===== src/rtl/hazard_ctrl.sv =====
// Hazard controller for the 5-stage pipeline: forwarding, load-use stalls, PC flushes and a data-memory wait FSM.
// Optional perf counters (StallCnt/FlushCnt) exist only when HAZARD_PERF_CNT_EN is defined.
module hazard_ctrl #(
  parameter int unsigned MEM_TIMEOUT = 255,
  parameter int unsigned CNT_W       = 16
) (
  input  logic             clk,
  input  logic             reset,
  input  logic             Match_1E_M,
  input  logic             Match_1E_W,
  input  logic             Match_2E_M,
  input  logic             Match_2E_W,
  input  logic             Match_12D_E,
  input  logic             RegWriteE,
  input  logic             RegWriteM,
  input  logic             RegWriteW,
  input  logic             MemtoRegE,
  input  logic             PCSrcD,
  input  logic             PCSrcE,
  input  logic             PCSrcM,
  input  logic             PCSrcW,
  input  logic             BranchTakenE,
  input  logic             MemReqM,
  input  logic             MemReadyM,
  output logic [1:0]       ForwardAE,
  output logic [1:0]       ForwardBE,
  output logic             StallF,
  output logic             StallD,
  output logic             StallE,
  output logic             StallM,
  output logic             FlushD,
  output logic             FlushE,
  output logic             FlushW,
  output logic             MemErr
`ifdef HAZARD_PERF_CNT_EN
  ,
  output logic [CNT_W-1:0] StallCnt,
  output logic [CNT_W-1:0] FlushCnt
`endif
);

  typedef enum logic [1:0] {ST_RUN, ST_WAIT, ST_ERR} state_t;

  localparam logic [15:0] TIMEOUT_W = 16'(MEM_TIMEOUT);

  state_t      state, next_state;
  logic [15:0] wcnt, next_wcnt;
  logic        set_err;
  logic        ldr_stall, pc_pend, mem_wait;

  always_ff @(posedge clk or negedge reset) begin
    if (!reset) begin
      state  <= ST_RUN;
      wcnt   <= '0;
      MemErr <= 1'b0;
    end else begin
      state  <= next_state;
      wcnt   <= next_wcnt;
      MemErr <= MemErr | set_err;
    end
  end

  // Ready is checked before the timeout so a completion on the last allowed cycle is not an error.
  always_comb begin
    next_state = state;
    next_wcnt  = wcnt;
    set_err    = 1'b0;
    case (state)
      ST_RUN: begin
        if (MemReqM && !MemReadyM) begin
          next_state = ST_WAIT;
          next_wcnt  = 16'd1;
        end
      end
      ST_WAIT: begin
        if (MemReadyM) begin
          next_state = ST_RUN;
          next_wcnt  = '0;
        end else if (wcnt == TIMEOUT_W) begin
          next_state = ST_ERR;
          set_err    = 1'b1;
        end else begin
          next_wcnt = wcnt + 16'd1;
        end
      end
      ST_ERR:  next_state = ST_ERR;
      default: begin
        next_state = ST_RUN;
        next_wcnt  = '0;
      end
    endcase
  end

  always_comb begin
    ForwardAE = 2'b00;
    ForwardBE = 2'b00;
    if (Match_1E_M && RegWriteM)      ForwardAE = 2'b10;
    else if (Match_1E_W && RegWriteW) ForwardAE = 2'b01;
    if (Match_2E_M && RegWriteM)      ForwardBE = 2'b10;
    else if (Match_2E_W && RegWriteW) ForwardBE = 2'b01;

    ldr_stall = Match_12D_E & MemtoRegE & RegWriteE;
    pc_pend   = PCSrcD | PCSrcE | PCSrcM;
    mem_wait  = (state == ST_WAIT) || (state == ST_ERR) ||
                ((state == ST_RUN) && MemReqM && !MemReadyM);

    // A memory wait freezes F..M and bubbles W, overriding every other hazard.
    if (mem_wait) begin
      StallF = 1'b1;
      StallD = 1'b1;
      StallE = 1'b1;
      StallM = 1'b1;
      FlushD = 1'b0;
      FlushE = 1'b0;
      FlushW = 1'b1;
    end else begin
      StallF = ldr_stall | pc_pend;
      StallD = ldr_stall;
      StallE = 1'b0;
      StallM = 1'b0;
      FlushD = pc_pend | PCSrcW | BranchTakenE;
      FlushE = ldr_stall | BranchTakenE;
      FlushW = 1'b0;
    end
  end

`ifdef HAZARD_PERF_CNT_EN
  always_ff @(posedge clk or negedge reset) begin
    if (!reset) begin
      StallCnt <= '0;
      FlushCnt <= '0;
    end else begin
      if (StallD && (StallCnt != '1))
        StallCnt <= StallCnt + CNT_W'(1);
      if ((FlushD || FlushE) && (FlushCnt != '1))
        FlushCnt <= FlushCnt + CNT_W'(1);
    end
  end
`endif

endmodule


===== config.mk =====
export PLATFORM = sky130hd
export DESIGN_NAME = hazard_ctrl
export DESIGN_NICKNAME = d
export VERILOG_FILES = /design/src/rtl/hazard_ctrl.sv
export SDC_FILE = /design/constraint.sdc
export NUM_CORES = 1
export LEC_CHECK = 0
export CAP_MARGIN = 15
export CORE_AREA = 5 5 58 60
export DETAILED_ROUTE_END_ITERATION = 8
export DIE_AREA = 0 0 63 65
export PLACE_DENSITY = 0.82
export SLEW_MARGIN = 20
export SYNTH_ARGS = -nofsm -noshare
export SYNTH_HDL_FRONTEND = slang
export SYNTH_SLANG_ARGS = --single-unit

===== constraint.sdc =====
create_clock -name clk -period 2.17 [get_ports clk]
set_input_delay 0.434 -clock clk [delete_from_list [all_inputs] [get_ports clk]]
set_output_delay 0.434 -clock clk [all_outputs]
set_load 0.05 [all_outputs]

### Placed cells, one colour a class, run 1

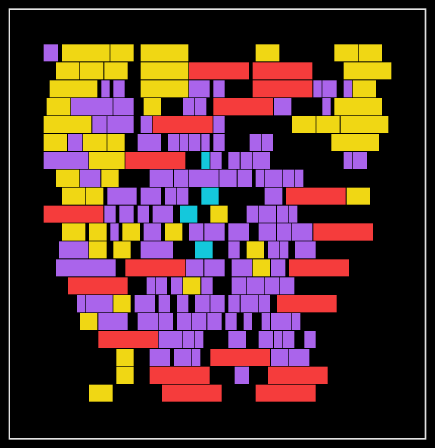
all other logic: drawn in purple, cells 119, share of their area 44%. clock drivers and dummy loads: drawn in cyan, cells 4, share of their area 1.4%. flip-flops: drawn in red, cells 19, share of their area 26%. other buffers and delay cells: drawn in yellow, cells 46, share of their area 29%.

### Nets reached from selected ports, run 1

Scale bar: 20 um.
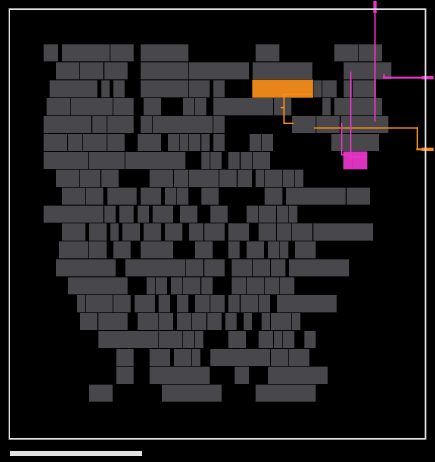
MemErr: drawn in orange, bits 1, direction output, edge right, end cells 1, wire 30.0 um. ForwardBE: drawn in magenta, bits 2, direction output, edge 1 top, 1 right, end cells 2, wire 44.5 um.

==> results.txt, run 1 <==
Implementation run completed; key figures follow.

Critical path:
- The number of buffers and inverters on the critical path is 2.
- The run gives the required time of the worst setup path as between 1.5 and 2 ns.
- STA classifies the critical path startpoint as a register.
- The startpoint identified for the worst register-to-register timing path is state[0].

Layout:
- Summing all flip-flop and latch instances after layout gives between 400 and 500 um^2.
- The run puts the signed area change from the synthesized netlist to the final layout at 43.71%.
- The run gives the area used by multi-input combinational logic as between 700 and 800 um^2.
- The run puts the number of non-clock buffers in the layout at ~46.
- The layout has 4 clock buffers.
- For this run, combinational gates with multiple inputs come to between 100 and 150.
- The run puts the sequential share of cell area at around a quarter.
- The run gives the filler cell count as about 220.

Synth:
- The run puts the sequential element share of the synthesized area at between 30% and 40%.
- For reference, the top cells by area after synthesis are sky130_fd_sc_hd__dfrtp_1, sky130_fd_sc_hd__ha_1, sky130_fd_sc_hd__a21oi_1.
- The run puts the net count after synthesis at ~170.
- The run gives the most used standard cell by instance count after synthesis as sky130_fd_sc_hd__dfrtp_1.
- The run gives the portion of synthesized cell area occupied by the leading cell type as about 37%.
- The run gives the tally of yosys warning messages as 0.
- Of all flip-flops after synthesis, the portion carrying an async set or reset was 100.0%.

Floorplan:
- The run gives the horizontal die size as 63 um.
- During I/O placement, the number of pins put on the boundary was 30.

Status:
- The run finished, with violations left.
- The checks that failed: setup timing.

Placement:
- The run puts the number of instances in the placed design at around 210.
- RePlAce ended its routability-driven mode at a weighted congestion of ~0.9.
- The run gives the post-DP HPWL as between 2000 and 3000 um.

Clocking:
- The run gives the number of clock buffers inserted by TritonCTS as 3.
- TritonCTS built the clock tree.

Run:
- The report counts max-capacitance violations totalling 0.

Timing:
- The run puts the post-layout minimum cycle time at between 2 and 2.5 ns.
- The run gives the worst relative slew slack as approximately two thirds.
- In the final report, the number of hold violations comes to 0.
- The run puts the count of endpoints failing setup in the final report at 1.
- Once routing completed, OpenROAD measured the worst setup slack at -0.2048 ns.

Detailed routing:
- In the post-route report, total wirelength is listed as ~3300 um.
- The run puts the number of design rule violations left after detail routing at 0.

Power:
- The run gives the switching component of the power as around 700 uW.
- The run puts the share of total power consumed by net switching at between 40% and 50%.

Global routing:
- The run gives the first-pass GRT wire length as ~5600 um.
- The run gives the number of global-route vias before repair as between 1000 and 1500.
### Supply network, run 1

Scale bar: 20 um. Pins as bars on the die edge.
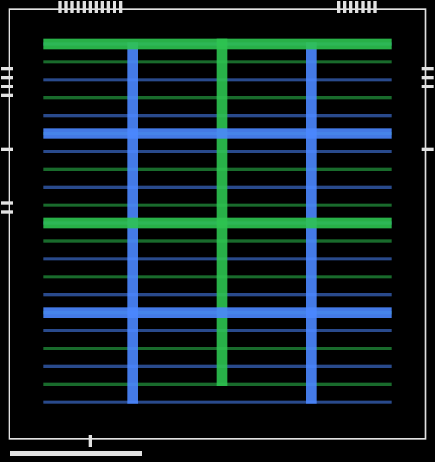
VSS: drawn in blue. VDD: drawn in green.
The core has 20 rows. 4 straps on met5. 21 met1 rails follow the rows.

[run 1: routing by layer]
metal	GRT usage, %	vias to the layer above
met1	19.91	646
met5	0	-
met2	29.74	26
met4	3.448	0
li1	-	645
met3	3.120	4
[run 1: registers in the layout, indices dropped and copies added, names as in the netlist]
name / count
MemErr: 1
state: 2
wcnt: 16
[run 1: layout by cell type, fill, tap and decap left out, drive strengths merged, types with 2 or more instances in the layout]
master and n:
nand2 11, nand3 9, and3 2, a21o 2
nand2b 2, a31oi 4, o211ai 3, or4 5
o31ai 2, o21bai 2, nor4 3, or3 2
dfrtp 19, ha 5, o21ai 11, and4 5
a211o 3, nand4 5, buf 28, and2 5
clkdlybuf4s50 18, clkbuf 4, a21oi 11, nor3 4
inv 6, o41ai 2, nor2 5
[run 1: cell families after synthesis]
logic type / after synthesis / share of synthesized area (%)
AND-OR/OR-AND: 47 / 23.63
adder cells (fa/ha/maj): 5 / 4.803
buffers and inverters: 17 / 6.820
flip-flops: 19 / 36.50
multiplexers: 2 / 1.633
AND/OR/NAND/NOR: 59 / 26.61
[run 1: per-stage QoR]
stage | util (%) | instance area (um^2) | TNS (ns)
final | 65.04 | 1872 | -0.2048
after global routing | 65.04 | 1872 | -0.2825
after CTS | 64.57 | 1858 | -0.2069
after detailed placement | 62.61 | 1802 | -0.6816
after global placement | 62.61 | 1802 | -0.5926
after floorplan | - | 1351 | -0.1529
[run 1: power groups by stage]
stage / sequential [uW] / combinational, uW / clock [uW]
5_1_grt: 429 / 1140 / 207
3_5_place_dp: 429 / 1020 / 0
2_1_floorplan: 422 / 630 / 0
4_1_cts: 422 / 1050 / 185
6_report: 425 / 1070 / 186
3_3_place_gp: 429 / 1000 / 0
### Cell density map, run 1

Scale bar: 20 um. 6 x 6 tiles, from black (low) to pale yellow (high), 0 to 100% covered.
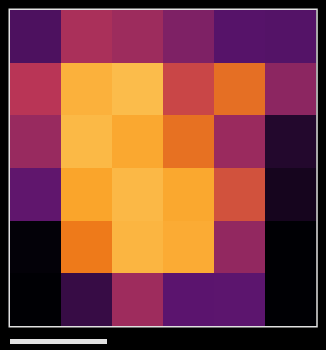

==> run 1 -> run 2 <==
--- a/config.mk
+++ b/config.mk
@@ -10,6 +10,7 @@
 export DETAILED_ROUTE_END_ITERATION = 8
 export DIE_AREA = 0 0 63 65
 export PLACE_DENSITY = 0.82
+export REMOVE_ABC_BUFFERS = 1
 export SLEW_MARGIN = 20
 export SYNTH_ARGS = -nofsm -noshare
 export SYNTH_HDL_FRONTEND = slang
==> constraint.sdc (replaced) <==
create_clock -name clk -period 2.9 [get_ports clk]
set_input_delay 0.58 -clock clk [delete_from_list [all_inputs] [get_ports clk]]
set_output_delay 0.58 -clock clk [all_outputs]
set_load 0.1 [all_outputs]
### Cell density map, run 2

Scale bar: 20 um. 6 x 6 tiles, from black (low) to pale yellow (high), 0 to 100% covered.
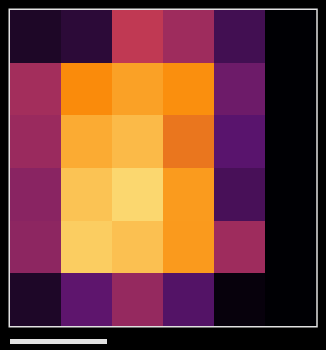
The mean over all tiles is 41%. 28% of the tiles are over 75% full. The densest ninth of the die: middle.

==> results.txt, run 2 <==
Implementation run completed; key figures follow.

Synth:
- Yosys instantiated no cell more often than sky130_fd_sc_hd__dfrtp_1.
- The run puts the portion of synthesized cell area occupied by the leading cell type at a little over a third.
- Sequential elements use 36.50% of the synthesized area.
- Warnings reported by Yosys during synthesis add up to 0.
- Yosys attributes the largest share of cell area to sky130_fd_sc_hd__dfrtp_1, sky130_fd_sc_hd__ha_1, sky130_fd_sc_hd__a21oi_1.

Critical path:
- The required time at the worst endpoint is listed as 2.32 ns.
- The launch point of the worst register-to-register path is recorded as wcnt[10].
- STA classifies the critical path startpoint as a register.

Layout:
- The run gives the signed area change from the synthesized netlist to the final layout as 32.47%.
- The run gives the most frequently placed logic cell in the final layout as sky130_fd_sc_hd__dfrtp_1.
- The run puts the register area at 475.5 um^2.
- After routing the design area is 0.001725 mm^2.
- The run gives the flip-flop count of the largest register, all copies and words added as 16.
- Counting flops per register, the top entry is wcnt.
- In the final layout, the registers with the most flip-flops are wcnt x16, state x2, MemErr x1.
- Per the layout report, the design carries 3 clock buffers.
- The most common logic cells in the final layout are sky130_fd_sc_hd__dfrtp_1, sky130_fd_sc_hd__clkdlybuf4s50_1.
- The run puts the area used by multi-input combinational logic at 738.2 um^2.
- The run puts the sequential share of cell area at between 20% and 30%.

Placement:
- The run gives the routability congestion estimate from global placement as about 0.90.
- The run gives the cell area reported after detailed placement as roughly 0.0017 mm^2.
- The run gives the number of instances in the placed design as between 200 and 250.
- The run puts the post-DP HPWL at roughly 2500 um.

Clocking:
- The run puts the number of clock buffers inserted by TritonCTS at 3.
- TritonCTS built the clock tree.

Run:
- The run puts the reported max-cap violation count at 0.

Global routing:
- Global routing consumed, on the met1 layer, 17.48% of the routing resources.
- The run gives the global-route track usage on met3 as 3.986%.
- The run puts the met2 layer usage reported by global route at roughly 30%.

Timing:
- Per the finish-stage timing summary, setup violations number 0.
- The run puts the total negative setup slack at 0 ns.
- The run puts the worst relative slew slack at just under 40%.
- The run gives the post-layout minimum cycle time as around 2.8 ns.
- The run gives the hold violation count in the final report as 0.

Status:
- The flow ran to the end, and the final reports show no timing, DRC or antenna violations.

Detailed routing:
- The run puts the wire length reported by the detailed router at between 3000 and 4000 um.
- The run puts the number of design rule violations left after detail routing at 0.

Power:
- Net switching is between 50% and 60% of the power.

Floorplan:
- Per the OpenROAD floorplan log, the width of the die is between 60 and 70 um.
### Nets reached from selected ports, run 2

Scale bar: 20 um.
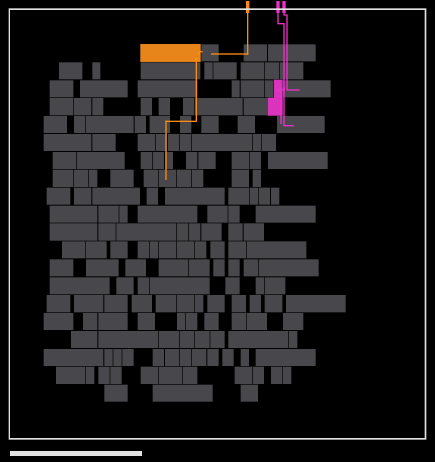
MemErr: drawn in orange, bits 1, direction output, edge top, end cells 1, wire 36.2 um. ForwardBE: drawn in magenta, bits 2, direction output, edge top, end cells 2, wire 40.5 um.
Top Ports: 30
number of input and output port buffers inserted: 29

## run 2: cell counts after synthesis
Identical to the previous run, type by type.
## run 2: power groups by stage
stage	Sequential [uW]	Combinational, uW	Clock (uW)
after global placement	319	843	0
final	320	861	144
after detailed placement	324	859	0
after global routing	324	901	162
after floorplan	315	550	0
after CTS	319	861	143
## run 2: how the worst min path moves through the flow
stage | to | slack, ns | cells past startpoint
after CTS | MemErr | 0.52 | 1
after global placement | MemErr | 0.45 | 1
after detailed placement | MemErr | 0.47 | 1
final | MemErr | 0.51 | 1
after floorplan | MemErr | 0.28 | 0
after global routing | MemErr | 0.53 | 1
## run 2: stage by stage
| step | utilization (%) | hold WS [ns] | worst slack (ns) |
|---|---|---|---|
| after floorplan | - | 0.2844 | -4.956 |
| after global placement | 58.74 | 0.4453 | 0.1596 |
| after detailed placement | 58.74 | 0.4692 | 0.1225 |
| after CTS | 59.70 | 0.5175 | 0.1058 |
| after global routing | 59.96 | 0.5327 | 0.01897 |
| final | 59.96 | 0.5137 | 0.1139 |
## run 2: cell families (layout without fill, tap and decap cells)
family                     Yosys count  in the layout  share of synthesized area [%]
muxes                                2              2                          1.633
AOI/OAI and AO/OA                   47             47                          23.63
adders and majority gates            5              5                          4.803
and+or+nand+nor                     59             59                          26.61
DFF                                 19             19                          36.50
buffers and inverters               17             42                          6.820
## run 2: critical path, cell delays in order (launching register included)
cell and delay, ns:
sky130_fd_sc_hd__dfrtp_1 0.39, sky130_fd_sc_hd__inv_1 0.10, sky130_fd_sc_hd__ha_1 0.31, sky130_fd_sc_hd__inv_1 0.09, sky130_fd_sc_hd__o21bai_1 0.09, sky130_fd_sc_hd__a31o_2 0.25
sky130_fd_sc_hd__or4_1 0.45, sky130_fd_sc_hd__buf_12 0.20
### Supply network, run 2

Scale bar: 20 um. Pins as bars on the die edge.
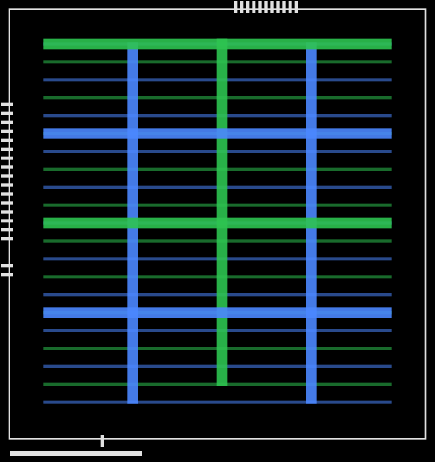

==> run 2 -> run 3 <==
--- a/config.mk
+++ b/config.mk
@@ -6,9 +6,9 @@
 export NUM_CORES = 1
 export LEC_CHECK = 0
 export CAP_MARGIN = 15
-export CORE_AREA = 5 5 58 60
+export CORE_AREA = 2 2 55 57
 export DETAILED_ROUTE_END_ITERATION = 8
-export DIE_AREA = 0 0 63 65
+export DIE_AREA = 0 0 57 59
 export PLACE_DENSITY = 0.82
 export REMOVE_ABC_BUFFERS = 1
 export SLEW_MARGIN = 20
### Supply network, run 3

Scale bar: 20 um. Pins as bars on the die edge.
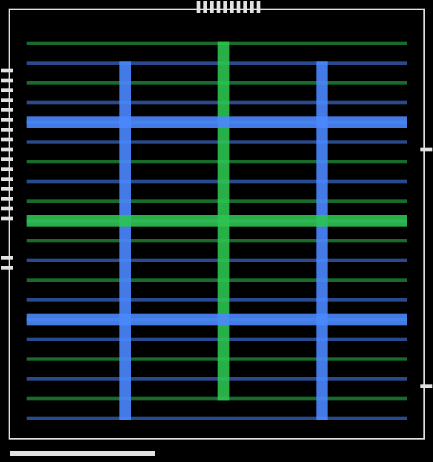
VSS: drawn in blue. VDD: drawn in green.
3 straps on met5. 20 met1 rails follow the rows. 30 signal pins sit on the boundary.
Die Span X: 57 um
worst vdd rail ir drop: 1038 uV
Die H: 59 um
area of the core region: 0.002710 mm^2

### Placed cells, one colour a class, run 3

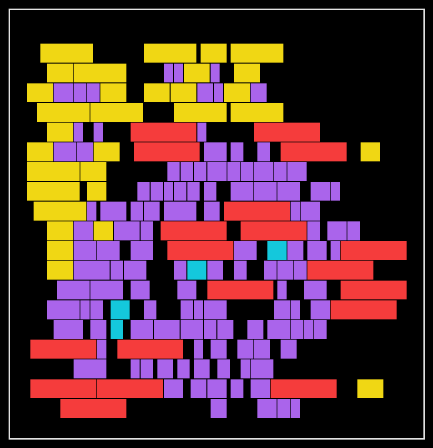
flip-flops: drawn in red, cells 19, share of their area 28%. other buffers and delay cells: drawn in yellow, cells 31, share of their area 25%. all other logic: drawn in purple, cells 119, share of their area 45%. clock drivers and dummy loads: drawn in cyan, cells 4, share of their area 1.6%.

==> results.txt, run 3 <==
Implementation run completed; key figures follow.

Detailed routing:
- The run puts the wire length reported by the detailed router at 3054 um.
- The run puts the number of design rule violations left after detail routing at 0.

Synth:
- The run gives the async set-or-reset flop fraction in the synthesized netlist as 100.0%.
- In this run the mean area of a mapped cell was a little under 9 um^2.
- The run gives the post-synthesis chip area from yosys as 0.001302 mm^2.
- The synthesized design devotes to its leading area cell type a little over a third of total area.
- Counting the warning lines in the Yosys log gives 0.
- In the Yosys report the total cell count is ~150.
- The run gives the sequential element share of the synthesized area as a little over a third.
- sky130_fd_sc_hd__dfrtp_1 is the most common cell in the netlist.
- By area the synthesized netlist is led by sky130_fd_sc_hd__dfrtp_1, sky130_fd_sc_hd__ha_1, sky130_fd_sc_hd__a21oi_1.
- The commonest register cell is sky130_fd_sc_hd__dfrtp_1.

Global routing:
- The run gives the first-pass GRT wire length as approximately 5200 um.
- The run gives the number of global-route vias before repair as about 1200.

Power:
- The run puts the switching component of the power at approximately 670 uW.
- The run gives the share of total power consumed by net switching as between 50% and 60%.
- Combinational logic is responsible for between 60% and 70% of the overall power.

Placement:
- The run gives the routability congestion estimate from global placement as 0.8025.
- Logged for this run, the post-placement worst setup slack is 0.1430 ns.
- The run puts the number of instances in the placed design at around 200.
- The buffer_ports step reported a buffer count of 29.
- The placement stage leaves a total instance area of between 0.0015 and 0.002 mm^2.
- The run puts the post-DP HPWL at around 2300 um.

Critical path:
- The OpenROAD report gives the critical path a data arrival time of between 2 and 2.5 ns.
- For the worst reg-to-reg path, the endpoint reported by OpenROAD is state[0].
- In this run the critical register-to-register path is launched from wcnt[10].
- The run puts the required time of the worst setup path at between 2 and 2.5 ns.
- The run gives the startpoint type of the worst setup path as a register.

Timing:
- The run gives the final worst hold slack as ~0.48 ns.
- The run gives the hold violation count in the final report as 0.
- The max-slew check reports its worst relative slack as between 40% and 50%.
- Across all setup checks in the final design, the least slack found is approximately 0.12 ns.
- The run gives the total negative setup slack as 0 ns.
- The run gives the count of endpoints failing setup in the final report as 0.
- The final max-slew violation count recorded for this run is 0.
- The run gives the post-layout minimum cycle time as 2.776 ns.

Clocking:
- The run puts the buffer levels on the longest clock path at 2.
- TritonCTS built the clock tree.

Layout:
- The largest registers in the layout are wcnt x16, state x2, MemErr x1.
- The run gives the register with the most flip-flops as wcnt.
- Among logic cells in the layout, the one with the most instances is sky130_fd_sc_hd__dfrtp_1.
- Per the cell usage report, the commonest logic cells after layout are sky130_fd_sc_hd__dfrtp_1, sky130_fd_sc_hd__clkdlybuf4s50_1.
- The run gives the filler cell count as roughly 220.
- The run gives the area used by multi-input combinational logic as 738.2 um^2.
- The register with the most flip-flops in the layout has 16 of them.
- The run puts the final instance area at between 0.0015 and 0.002 mm^2.
- The run gives the register area as around 480 um^2.
- The run puts the utilization after layout at about 63%.

Floorplan:
- The report lists the number of standard-cell rows as 19.
- The run puts the number of I/O pins at 30.

Status:
- The run finished with clean final reports.

Run:
- The run gives the reported max-cap violation count as 0.
## run 3: layout make-up
cell class,instances,area share [%]
tap,31,2.261
multi-input combinational,113,43.03
sequential,19,27.72
timing repair buffer,31,24.07
inverter,6,1.313
clock inverter,1,0.2918
clock buffer,3,1.313
## run 3: critical path, cell delays in order, from the launching register on
cell and delay, ns:
sky130_fd_sc_hd__dfrtp_1 0.42, sky130_fd_sc_hd__inv_1 0.11, sky130_fd_sc_hd__ha_1 0.29, sky130_fd_sc_hd__o21bai_1 0.17
sky130_fd_sc_hd__a31o_2 0.25, sky130_fd_sc_hd__or4_1 0.46, sky130_fd_sc_hd__buf_12 0.20
## run 3: worst min path at each step
stage / endpoint / cells after the start
3_5_place_dp: MemErr / 1
4_1_cts: MemErr / 1
3_3_place_gp: MemErr / 1
2_1_floorplan: MemErr / 0
6_report: MemErr / 1
5_1_grt: MemErr / 1
## run 3: cells by family (layout without fill, tap and decap cells)
family	count (synthesis)	in the layout	share of synthesized area [%]
muxes	2	2	1.633
AOI/OAI and AO/OA	47	47	23.63
and+or+nand+nor	59	59	26.61
adders and majority gates	5	5	4.803
DFF	19	19	36.50
buffers and inverters	17	41	6.820
## run 3: metal layers
| layer | up-vias | part of all wire (%) | global-route usage (%) |
|---|---|---|---|
| met5 | - | 0 | 0 |
| met4 | 0 | 0.79 | 4.319 |
| met3 | 2 | 7.4 | 5.459 |
| met2 | 48 | 50 | 33.33 |
| met1 | 628 | 42 | 24.31 |
| li1 | 616 | - | - |
## run 3: power groups by stage
stage / clock [uW] / combinational, uW / sequential, uW
after floorplan: 0 / 550 / 315
after global placement: 0 / 841 / 319
after detailed placement: 0 / 852 / 322
after CTS: 138 / 854 / 317
after global routing: 152 / 897 / 322
final: 137 / 851 / 319
No activity file was given, so power comes from the tool's default toggle rates.
